### config.mk
export PLATFORM = sky130hd
export DESIGN_NAME = serial_fifo_ctrl
export DESIGN_NICKNAME = d
export VERILOG_FILES = /design/src/rtl/serial_fifo_ctrl.sv
export SDC_FILE = /design/constraint.sdc
export NUM_CORES = 1
export LEC_CHECK = 0
export CORE_MARGIN = 4
export CORE_UTILIZATION = 50
export DETAILED_ROUTE_END_ITERATION = 7
export GPL_TIMING_DRIVEN = 0
export PLACE_DENSITY = 0.7
export SYNTH_ARGS = -nofsm -noshare
export SYNTH_HDL_FRONTEND = slang
export SYNTH_SLANG_ARGS = --single-unit
### constraint.sdc
create_clock -name clk -period 7.95 [get_ports clk]
set_clock_uncertainty 0.05 [all_clocks]
set_input_delay 1.1925 -clock clk [delete_from_list [all_inputs] [get_ports clk]]
set_output_delay 1.1925 -clock clk [all_outputs]
set_load 0.05 [all_outputs]
### src/rtl/serial_fifo_ctrl.sv
// Buffered COM port: RX/TX byte FIFOs between the devctrl COM window and the
// async receiver/transmitter, plus a small TX launch FSM and the COM interrupt.
module serial_fifo_ctrl #(
  parameter int RX_DEPTH_LOG2 = 4,
  parameter int TX_DEPTH_LOG2 = 4
) (
  input  logic        clk,
  input  logic        rst,
  input  logic        enable_i,
  input  logic        readEnable_i,
  input  logic        mode_i,
  input  logic [31:0] dataSave_i,
  output logic [31:0] dataLoad_o,
  output logic        int_o,
  input  logic        rxdReady_i,
  input  logic [7:0]  rxdData_i,
  input  logic        txdBusy_i,
  output logic        txdStart_o,
  output logic [7:0]  txdData_o
);

  // state    | meaning
  // TX_IDLE  | no byte on the line from us; launch TX head if queued
  // TX_WAITB | start pulsed, waiting for transmitter busy to rise
  // TX_WAITD | transmitter busy, waiting for it to drop
  typedef enum logic [1:0] {TX_IDLE, TX_WAITB, TX_WAITD} tx_state_t;

  localparam int RX_DEPTH = 1 << RX_DEPTH_LOG2;
  localparam int TX_DEPTH = 1 << TX_DEPTH_LOG2;
  localparam int RX_AW    = RX_DEPTH_LOG2;
  localparam int TX_AW    = TX_DEPTH_LOG2;
  localparam int RX_CW    = RX_DEPTH_LOG2 + 1;
  localparam int TX_CW    = TX_DEPTH_LOG2 + 1;

  logic [7:0]       rx_mem_q [RX_DEPTH];
  logic [7:0]       tx_mem_q [TX_DEPTH];
  logic [RX_AW-1:0] rx_wptr_q, rx_wptr_d, rx_rptr_q, rx_rptr_d;
  logic [TX_AW-1:0] tx_wptr_q, tx_wptr_d, tx_rptr_q, tx_rptr_d;
  logic [RX_CW-1:0] rx_cnt_q, rx_cnt_d;
  logic [TX_CW-1:0] tx_cnt_q, tx_cnt_d;
  logic             rx_ovr_q, rx_ovr_d;
  logic             tx_ovf_q, tx_ovf_d;
  tx_state_t        tx_state_q, tx_state_d;
  logic             txd_start_q, txd_start_d;
  logic [7:0]       txd_data_q, txd_data_d;

  logic rd_data, rd_stat, wr_data;
  logic rx_empty, rx_full, tx_empty, tx_full;
  logic rx_pop, rx_push, tx_pop, tx_push;
  logic unused_save_bits;

  assign unused_save_bits = ^dataSave_i[31:8];

  assign rd_data = enable_i & readEnable_i & ~mode_i;
  assign rd_stat = enable_i & readEnable_i & mode_i;
  assign wr_data = enable_i & ~readEnable_i & ~mode_i;

  assign rx_empty = (rx_cnt_q == '0);
  assign rx_full  = (rx_cnt_q == RX_CW'(RX_DEPTH));
  assign tx_empty = (tx_cnt_q == '0);
  assign tx_full  = (tx_cnt_q == TX_CW'(TX_DEPTH));

  // A pop in the same cycle frees the slot, so a push into a full FIFO is kept.
  assign rx_pop  = rd_data & ~rx_empty;
  assign rx_push = rxdReady_i & (~rx_full | rx_pop);
  assign tx_pop  = (tx_state_q == TX_IDLE) & ~tx_empty;
  assign tx_push = wr_data & (~tx_full | tx_pop);

  always_comb begin
    rx_wptr_d = rx_push ? rx_wptr_q + RX_AW'(1) : rx_wptr_q;
    rx_rptr_d = rx_pop  ? rx_rptr_q + RX_AW'(1) : rx_rptr_q;
    tx_wptr_d = tx_push ? tx_wptr_q + TX_AW'(1) : tx_wptr_q;
    tx_rptr_d = tx_pop  ? tx_rptr_q + TX_AW'(1) : tx_rptr_q;

    rx_cnt_d = rx_cnt_q;
    if (rx_push && !rx_pop)      rx_cnt_d = rx_cnt_q + RX_CW'(1);
    else if (!rx_push && rx_pop) rx_cnt_d = rx_cnt_q - RX_CW'(1);

    tx_cnt_d = tx_cnt_q;
    if (tx_push && !tx_pop)      tx_cnt_d = tx_cnt_q + TX_CW'(1);
    else if (!tx_push && tx_pop) tx_cnt_d = tx_cnt_q - TX_CW'(1);

    // Set is applied after the status-read clear so it wins on collision.
    rx_ovr_d = rd_stat ? 1'b0 : rx_ovr_q;
    tx_ovf_d = rd_stat ? 1'b0 : tx_ovf_q;
    if (rxdReady_i && !rx_push) rx_ovr_d = 1'b1;
    if (wr_data && !tx_push)    tx_ovf_d = 1'b1;
  end

  always_comb begin
    tx_state_d  = tx_state_q;
    txd_start_d = 1'b0;
    txd_data_d  = txd_data_q;
    unique case (tx_state_q)
      TX_IDLE: begin
        if (tx_pop) begin
          txd_data_d  = tx_mem_q[tx_rptr_q];
          txd_start_d = 1'b1;
          tx_state_d  = TX_WAITB;
        end
      end
      TX_WAITB: if (txdBusy_i)  tx_state_d = TX_WAITD;
      TX_WAITD: if (!txdBusy_i) tx_state_d = TX_IDLE;
      default:  tx_state_d = TX_IDLE;
    endcase
  end

  always_comb begin
    dataLoad_o = '0;
    if (rd_data && !rx_empty) begin
      dataLoad_o = {24'b0, rx_mem_q[rx_rptr_q]};
    end else if (rd_stat) begin
      dataLoad_o[0]     = ~tx_full;
      dataLoad_o[1]     = ~rx_empty;
      dataLoad_o[2]     = rx_ovr_q;
      dataLoad_o[3]     = tx_ovf_q;
      dataLoad_o[15:8]  = 8'(rx_cnt_q);
      dataLoad_o[23:16] = 8'(tx_cnt_q);
    end
  end

  always_ff @(posedge clk) begin
    if (rx_push) rx_mem_q[rx_wptr_q] <= rxdData_i;
    if (tx_push) tx_mem_q[tx_wptr_q] <= dataSave_i[7:0];
  end

  always_ff @(posedge clk) begin
    if (rst) begin
      rx_wptr_q   <= '0;
      rx_rptr_q   <= '0;
      rx_cnt_q    <= '0;
      tx_wptr_q   <= '0;
      tx_rptr_q   <= '0;
      tx_cnt_q    <= '0;
      rx_ovr_q    <= 1'b0;
      tx_ovf_q    <= 1'b0;
      tx_state_q  <= TX_IDLE;
      txd_start_q <= 1'b0;
      txd_data_q  <= '0;
    end else begin
      rx_wptr_q   <= rx_wptr_d;
      rx_rptr_q   <= rx_rptr_d;
      rx_cnt_q    <= rx_cnt_d;
      tx_wptr_q   <= tx_wptr_d;
      tx_rptr_q   <= tx_rptr_d;
      tx_cnt_q    <= tx_cnt_d;
      rx_ovr_q    <= rx_ovr_d;
      tx_ovf_q    <= tx_ovf_d;
      tx_state_q  <= tx_state_d;
      txd_start_q <= txd_start_d;
      txd_data_q  <= txd_data_d;
    end
  end

  assign int_o      = ~rx_empty;
  assign txdStart_o = txd_start_q;
  assign txdData_o  = txd_data_q;

endmodule

==> job_summary.md <==
### Metrics collected by this job

| Metric | Value |
|---|---|
| Run status | complete, no violations |
| Synth area leader | edfxtp_1 |
| Switching power | between 1 and 1.5 mW |
| Worst r2r src | rx_cnt_q[0] |
| Gpl congestion | 0.8129 |
| Std-Cell Rows | 56 |
| Register area | around 8500 um2 |
| Combinational share of cell area | 0.2379 |
| Hold Path End | tx_state_q[0] |
| YS chip area | 12,170 um2 |
| Flop count | between 200 and 300 |
| # Taps | about 320 |
| Vias in the first global route | 6,684 |
| Setup CP Type | primary input to output port |
| Reg2reg path depth | 9 |
| # Max-Cap Violations | 0 |
| Die Width | about 160 um |
| Post-synth regs | 299 |
| Critical path endpoint | dataLoad_o[0] |
| TritonCTS Buffers | 29 |
| Crit path required time | 6710 ps |
| DP Area | approximately 13,000 um2 |
| Synth Flop Type | edfxtp_1 |
| DR top layer | met4 |
| Drt pass-1 iters | 6 |
| Met3 Routed Length | between 1.5 and 2 mm |
| Input/output buffers | approximately 50 |
| Leakage | approximately 4.6 nW |
| Ys async rst share | 0 |
| Clock Buffer Count | 35 |
| Worst hold start | tx_state_q[1] |
| Area growth, synth to finish | 16.00% |
| Drt wl/cell | around 22 um |
| CP max FO | 10 |
| Post-synthesis adder-cell area fraction | 0.02180 |
| Min cycle time layout | 4943 ps |
| Setup ws final | between 3000 and 4000 ps |
| R2R Setup Slk | 4420 ps |
## state kept, by name (all words and copies together) (netlist names), named ones only
| signal | cells |
|---|---|
| txdStart_o | 1 |
| txdData_o | 8 |
| rx_cnt_q | 5 |
| tx_rptr_q | 4 |
| tx_ovf_q | 1 |
| rx_ovr_q | 1 |
| rx_wptr_q | 4 |
| rx_mem_q | 128 |
| tx_wptr_q | 4 |
| tx_state_q | 2 |
| tx_mem_q | 128 |
| tx_cnt_q | 5 |
| rx_rptr_q | 4 |
## power groups by stage
stage / registers [mW] / clock network [mW] / logic [mW]
finish: 1.84 / 1.35 / 0.838
global route: 1.84 / 1.44 / 0.910
CTS: 1.84 / 1.38 / 0.844
detailed placement: 1.87 / 0 / 0.840
global placement: 1.86 / 0 / 0.818
floorplan: 1.92 / 0 / 0.548
Fig. 1: cell density map
The die is cut into 16 by 16 equal tiles; white is low, dark blue is high, 0 to 100% covered.
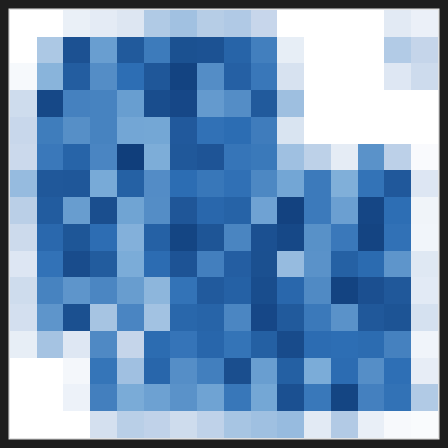
fullest tile	95%
mean over tiles	51%
tiles over 75% full	29%
nearly empty tiles	12%
Initial Utilization: 0.5139
Core Box Area: 23,680 um2

Fig. 2: signal wires on met4
Scale bar: 50 um. Supply wires on this layer in gray.
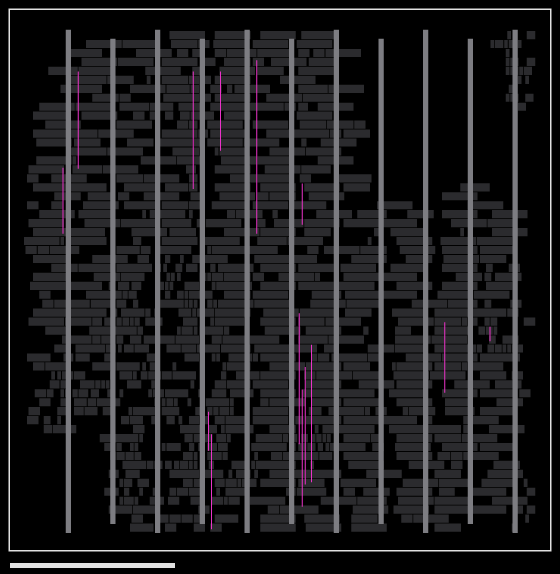
share of all routed wire	1.6%
wire length on this layer	390 um
nets with wire on the layer	10
Routed WL: 24.37 mm
via count: 6,338

No activity file was given, so power comes from the tool's default toggle rates.
